PDN straps and rails:
Scale: 4 px per um. Pins as bars on the die edge. Tap cells in grey.
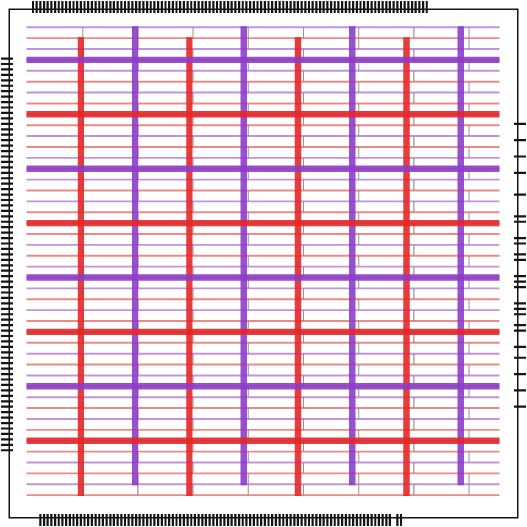
Cell classes on the final placement:
Scale: 4 px per um. Fill, decap, tap and diode cells in grey.
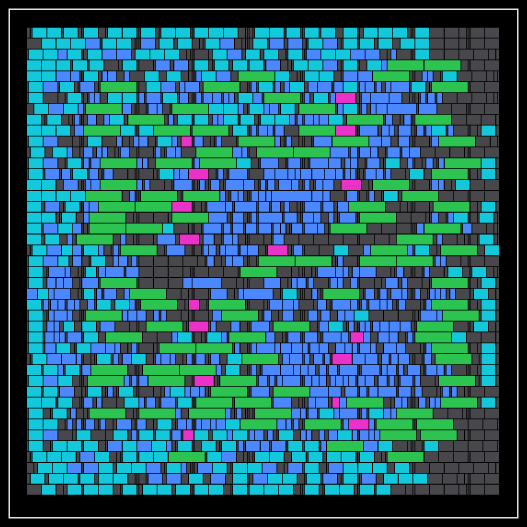
Routed clock nets over the placement:
Scale: 3 px per um.
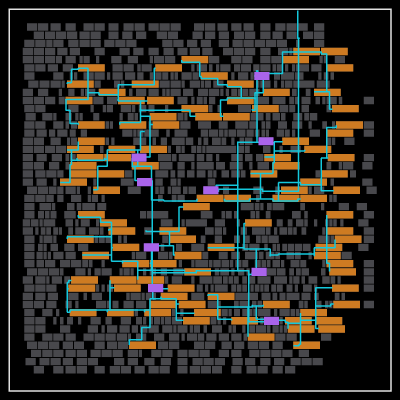
[src/rtl/dsp_add_arbiter_if.sv]
// Request/response bundle for the shared 32-bit adder: NUM_REQ packed requester
// lanes on one side, a single result stream on the other.
interface dsp_add_arbiter_if #(
    parameter int NUM_REQ = 4,
    parameter int ID_W    = 2
);
    logic [NUM_REQ-1:0]    req_valid;
    logic [NUM_REQ-1:0]    req_ready;
    logic [32*NUM_REQ-1:0] req_a;
    logic [32*NUM_REQ-1:0] req_b;
    logic                  rsp_valid;
    logic                  rsp_ready;
    logic [ID_W-1:0]       rsp_id;
    logic [31:0]           rsp_sum;
    logic                  busy;

    modport master (
        output req_valid, req_a, req_b, rsp_ready,
        input  req_ready, rsp_valid, rsp_id, rsp_sum, busy
    );

    modport slave (
        input  req_valid, req_a, req_b, rsp_ready,
        output req_ready, rsp_valid, rsp_id, rsp_sum, busy
    );
endinterface

[src/rtl/dsp_add_arbiter.sv]
// Round-robin arbiter sharing one 32-bit DSP adder between NUM_REQ requesters,
// with an operand register stage and a back-pressured result register stage.
module dsp_add_arbiter #(
    parameter int NUM_REQ = 4,
    parameter int ID_W    = 2
) (
    input logic              clk,
    input logic              reset,
    dsp_add_arbiter_if.slave arb
);
    localparam logic [ID_W-1:0] LAST_ID = ID_W'(NUM_REQ - 1);

    logic [ID_W-1:0] ptr_q, ptr_d;
    logic            s1_valid_q, s1_valid_d;
    logic [31:0]     s1_a_q, s1_a_d;
    logic [31:0]     s1_b_q, s1_b_d;
    logic [ID_W-1:0] s1_id_q, s1_id_d;
    logic            rsp_valid_q, rsp_valid_d;
    logic [31:0]     rsp_sum_q, rsp_sum_d;
    logic [ID_W-1:0] rsp_id_q, rsp_id_d;

    logic               out_free, s1_free, any_req, xfer;
    logic [NUM_REQ-1:0] rot_valid, rot_first, gnt_oh;
    logic [ID_W-1:0]    gnt_idx;
    logic [31:0]        sel_a, sel_b;

    // Rotate so bit 0 is the requester at ptr, pick the lowest set bit, rotate back.
    assign rot_valid = NUM_REQ'({arb.req_valid, arb.req_valid} >> ptr_q);
    assign rot_first = rot_valid & (~rot_valid + NUM_REQ'(1));
    assign gnt_oh    = NUM_REQ'(({rot_first, rot_first} << ptr_q) >> NUM_REQ);
    assign any_req   = |rot_valid;

    logic [31:0]     a_acc  [NUM_REQ+1];
    logic [31:0]     b_acc  [NUM_REQ+1];
    logic [ID_W-1:0] id_acc [NUM_REQ+1];

    assign a_acc[0]  = '0;
    assign b_acc[0]  = '0;
    assign id_acc[0] = '0;

    // One-hot AND-OR select of the granted lane's operands and index.
    generate
        for (genvar gi = 0; gi < NUM_REQ; gi++) begin : g_sel
            assign a_acc[gi+1]  = a_acc[gi]  | ({32{gnt_oh[gi]}} & arb.req_a[32*gi +: 32]);
            assign b_acc[gi+1]  = b_acc[gi]  | ({32{gnt_oh[gi]}} & arb.req_b[32*gi +: 32]);
            assign id_acc[gi+1] = id_acc[gi] | (gnt_oh[gi] ? ID_W'(gi) : '0);
        end
    endgenerate

    assign sel_a   = a_acc[NUM_REQ];
    assign sel_b   = b_acc[NUM_REQ];
    assign gnt_idx = id_acc[NUM_REQ];

    assign out_free = !rsp_valid_q || arb.rsp_ready;
    assign s1_free  = !s1_valid_q || out_free;
    assign xfer     = s1_free && any_req && !reset;

    assign arb.req_ready = (s1_free && !reset) ? gnt_oh : '0;

    // Adder split as the DSP sees it: s1_a on A:B, s1_b on C:D, carry across halves.
    logic [16:0] add_lo;
    logic [15:0] add_hi;
    logic [31:0] add_sum;

    assign add_lo  = {1'b0, s1_a_q[15:0]} + {1'b0, s1_b_q[15:0]};
    assign add_hi  = s1_a_q[31:16] + s1_b_q[31:16] + {15'd0, add_lo[16]};
    assign add_sum = {add_hi, add_lo[15:0]};

    always_comb begin
        ptr_d       = ptr_q;
        s1_valid_d  = s1_valid_q;
        s1_a_d      = s1_a_q;
        s1_b_d      = s1_b_q;
        s1_id_d     = s1_id_q;
        rsp_valid_d = rsp_valid_q;
        rsp_sum_d   = rsp_sum_q;
        rsp_id_d    = rsp_id_q;

        if (xfer) begin
            s1_valid_d = 1'b1;
            s1_a_d     = sel_a;
            s1_b_d     = sel_b;
            s1_id_d    = gnt_idx;
            ptr_d      = (gnt_idx == LAST_ID) ? '0 : gnt_idx + ID_W'(1);
        end else if (out_free) begin
            s1_valid_d = 1'b0;
        end

        if (out_free && s1_valid_q) begin
            rsp_valid_d = 1'b1;
            rsp_sum_d   = add_sum;
            rsp_id_d    = s1_id_q;
        end else if (arb.rsp_ready) begin
            rsp_valid_d = 1'b0;
        end
    end

    always_ff @(posedge clk or posedge reset) begin
        if (reset) begin
            ptr_q       <= '0;
            s1_valid_q  <= 1'b0;
            s1_a_q      <= '0;
            s1_b_q      <= '0;
            s1_id_q     <= '0;
            rsp_valid_q <= 1'b0;
            rsp_sum_q   <= '0;
            rsp_id_q    <= '0;
        end else begin
            ptr_q       <= ptr_d;
            s1_valid_q  <= s1_valid_d;
            s1_a_q      <= s1_a_d;
            s1_b_q      <= s1_b_d;
            s1_id_q     <= s1_id_d;
            rsp_valid_q <= rsp_valid_d;
            rsp_sum_q   <= rsp_sum_d;
            rsp_id_q    <= rsp_id_d;
        end
    end

    assign arb.rsp_valid = rsp_valid_q;
    assign arb.rsp_sum   = rsp_sum_q;
    assign arb.rsp_id    = rsp_id_q;
    assign arb.busy      = s1_valid_q || rsp_valid_q;
endmodule

[src/flat_wrapper.sv]
// flat-port wrapper written by rule: the top's interface ports become plain ports
module dsp_add_arbiter_flat 
#(
    parameter int NUM_REQ = 4,
    parameter int ID_W    = 2
)
  (clk, reset, arb_req_valid, arb_req_a, arb_req_b, arb_rsp_ready, arb_req_ready, arb_rsp_valid, arb_rsp_id, arb_rsp_sum, arb_busy);
  dsp_add_arbiter_if #(.NUM_REQ(NUM_REQ), .ID_W(ID_W)) arb_i ();
  input logic clk;
  input logic reset;
  input wire logic [$bits(arb_i.req_valid)-1:0] arb_req_valid;
  input wire logic [$bits(arb_i.req_a)-1:0] arb_req_a;
  input wire logic [$bits(arb_i.req_b)-1:0] arb_req_b;
  input wire logic [$bits(arb_i.rsp_ready)-1:0] arb_rsp_ready;
  output wire logic [$bits(arb_i.req_ready)-1:0] arb_req_ready;
  output wire logic [$bits(arb_i.rsp_valid)-1:0] arb_rsp_valid;
  output wire logic [$bits(arb_i.rsp_id)-1:0] arb_rsp_id;
  output wire logic [$bits(arb_i.rsp_sum)-1:0] arb_rsp_sum;
  output wire logic [$bits(arb_i.busy)-1:0] arb_busy;
  assign arb_i.req_valid = arb_req_valid;
  assign arb_i.req_a = arb_req_a;
  assign arb_i.req_b = arb_req_b;
  assign arb_i.rsp_ready = arb_rsp_ready;
  assign arb_req_ready = arb_i.req_ready;
  assign arb_rsp_valid = arb_i.rsp_valid;
  assign arb_rsp_id = arb_i.rsp_id;
  assign arb_rsp_sum = arb_i.rsp_sum;
  assign arb_busy = arb_i.busy;
  dsp_add_arbiter #(.NUM_REQ(NUM_REQ), .ID_W(ID_W)) u_core (.clk(clk), .reset(reset), .arb(arb_i));
endmodule
[config.mk]
export PLATFORM = sky130hd
export DESIGN_NAME = dsp_add_arbiter_flat
export DESIGN_NICKNAME = d
export VERILOG_FILES = /design/src/rtl/dsp_add_arbiter_if.sv /design/src/rtl/dsp_add_arbiter.sv /design/src/flat_wrapper.sv
export SDC_FILE = /design/constraint.sdc
export NUM_CORES = 1
export LEC_CHECK = 0
export CAP_MARGIN = 0
export CORE_MARGIN = 4
export CORE_UTILIZATION = 46
export CTS_BUF_LIST = sky130_fd_sc_hd__clkbuf_4 sky130_fd_sc_hd__clkbuf_8
export DETAILED_ROUTE_END_ITERATION = 10
export GPL_ROUTABILITY_DRIVEN = 0
export PLACE_DENSITY = 0.89
export SLEW_MARGIN = 20
export SYNTH_ARGS = -nofsm -noshare
export SYNTH_HDL_FRONTEND = slang
export SYNTH_SLANG_ARGS = --single-unit
[constraint.sdc]
create_clock -name clk -period 14.41 [get_ports clk]
set_clock_uncertainty 0.15 [all_clocks]
set_input_delay 2.882 -clock clk [delete_from_list [all_inputs] [get_ports clk]]
set_output_delay 2.882 -clock clk [all_outputs]
set_load 0.02 [all_outputs]
==> qor.log <==
[run_status] result of the run finished clean
[yosys] post-synthesis instance area 0.00648 mm2
[yosys] area share of the largest cell type after synthesis 0.401
[power_and_ir_drop] Leak 0.00383 uW
[detailed_routing] number of detailed-route iterations in the first pass 10
[critical_path] required time of the critical path 11.38 ns
[timing] RSZ-0062 raised after global routing no
[yosys] largest area contributor in the synthesized netlist sky130_fd_sc_hd__dfrtp_1
[final_layout] layout overhead on the synthesized area 49.8%
[global_routing] antenna violations before repair 0
[floorplanning] die outline width 127 um
[cts] root buffer cell sky130_fd_sc_hd__clkbuf_8
[global_routing] largest net degree at the start of global routing 69
[detailed_routing] Final Routed Wirelength 22.3 mm
[cts] largest buffer count on any clock path 2
[cts] CTS tree yes
[critical_path] critical path start-end classification input port to output pin
[yosys] parity-gate share of the synthesized area counting xor and xnor cells 0.0284
[timing] Final TNS setup 0 ns
[floorplanning] die extent in y 127 um
[power_and_ir_drop] power density relative to cell area 174 mW/mm2
[job] number of maximum-capacitance constraint violations 0
[cts] clock slew at the register clock pins of the worst setup and hold paths 0.09 ns
[detailed_routing] First DRT Iteration DRCs 740
[critical_path] reg2reg path depth 15
[critical_path] launch point of the critical path arb_req_valid[2]
[timing] final period utilization 0.581
[final_layout] fraction of final layout cells sized beyond drive strength 1 0.0410
[hold_path] worst min-delay path category flop to flop
[critical_path] startpoint type of the worst setup path input port
[detailed_routing] final antenna-violating net count 0
[critical_path] destination of the critical timing path arb_req_ready[0]
[detailed_routing] routed via count divided by cell count 5.80
[final_layout] most frequent cells in the layout 302 x sky130_fd_sc_hd__clkdlybuf4s50_1, 120 x sky130_fd_sc_hd__nand2_1, 104 x sky130_fd_sc_hd__dfrtp_1, 87 x sky130_fd_sc_hd__nor2_1, 67 x sky130_fd_sc_hd__a31oi_1
[timing] Setup Viol. Count Final 0
[detailed_routing] detailed-route wire length per cell 18.9 um
[yosys] Simple Share, Synth 0.164
[final_layout] final std cells w/o fill 1179
[global_routing] total congestion overflow after global routing 0
[floorplanning] Cell Rows 43
Back to the opening pictures, 'PDN straps and rails':
VSS: marked red. VDD: marked purple.
8 straps on met4. 180 tap cells. 303 signal pins sit on the boundary. 8 straps on met5. The core has 43 rows.

Back to the opening pictures, 'cell classes on the final placement':
clock drivers and dummy loads: marked magenta, cells 16. registers: marked green, cells 104. remaining logic cells: marked blue, cells 570. remaining buffers and delay cells: marked cyan, cells 309.
Seq area share: 0.268
Design Area, Final: 0.00971 mm2

Back to the opening pictures, 'routed clock nets over the placement':
flip-flops: marked orange, count 104. clock wires: marked cyan, length 1230 um. clock-net drivers: marked purple, count 9.
There are 10 routed clock nets.

power by group:
part           switching, uW  internal [uW]  leakage [uW]
sequential              91.4            408       0.00122
clock                   98.3           78.5      0.000101
combinational            554            463       0.00251
layout make-up:
type | count | area, um2
Fill cell | 1116 | 4120
Multi-Input combinational cell | 561 | 3580
Timing Repair Buffer | 309 | 3080
Sequential cell | 104 | 2600
Tap cell | 180 | 225
Clock buffer | 14 | 174
Inverter | 9 | 36.3
Clock inverter | 2 | 13.8
worst max-delay path, cell delays in order:
cell	delay (ns)
sky130_fd_sc_hd__clkdlybuf4s50_1	0.54
sky130_fd_sc_hd__nor2_1	0.20
sky130_fd_sc_hd__a21oi_1	0.05
sky130_fd_sc_hd__o22ai_1	0.15
sky130_fd_sc_hd__and2_2	0.15
sky130_fd_sc_hd__buf_4	0.53
sky130_fd_sc_hd__nor2b_1	0.21
sky130_fd_sc_hd__clkdlybuf4s50_1	0.62
metal layers:
metal  routed length [um]  GRT usage  vias up
met5                    0          0        -
met4                  541     0.0864        0
met3                 1450     0.0337       37
met2                10500      0.424      277
met1                 9770      0.379     3213
li1                     -          -     3308
flip-flops by register name, summed over array words and instances (netlist names):
name and flops:
u_core.ptr_q 2, u_core.s1_a_q 32, u_core.s1_b_q 32, u_core.arb.rsp_valid 1
u_core.s1_id_q 2, u_core.arb.rsp_id 2, u_core.s1_valid_q 1, u_core.arb.rsp_sum 32
through the flow:
step / setup slack (ns) / utilization / hold slack [ns] / total power [uW]
floorplan: 5.33 / - / 0.282 / 1160
global placement: 6.12 / 0.689 / 0.309 / 1490
detailed placement: 6.07 / 0.689 / 0.315 / 1510
CTS: 6.07 / 0.702 / 0.336 / 1690
global route: 5.85 / 0.702 / 0.354 / 1820
finish: 6.04 / 0.702 / 0.333 / 1690
worst min-delay path by stage:
stage               cells past startpoint                    from  slack [ns]                      to
finish                                  2  u_core.arb.rsp_sum[20]        0.33  u_core.arb.rsp_sum[20]
CTS                                     2    u_core.arb.rsp_id[0]        0.34    u_core.arb.rsp_id[0]
global route                            2   u_core.arb.rsp_sum[6]        0.35   u_core.arb.rsp_sum[6]
global placement                        2    u_core.arb.rsp_id[1]        0.31    u_core.arb.rsp_id[1]
detailed placement                      2    u_core.arb.rsp_id[0]        0.32    u_core.arb.rsp_id[0]
floorplan                               2       u_core.s1_id_q[0]        0.28    u_core.arb.rsp_id[0]
kinds of logic (layout without fill, tap and decap cells):
kind of cell / after synthesis / in the layout
compound gates: 247 / 247
xor+xnor: 21 / 21
fa+ha+maj: 34 / 34
buf+inv: 63 / 334
flops: 104 / 104
mux: 4 / 4
simple gates: 255 / 255
No activity file was given, so power comes from the tool's default toggle rates.
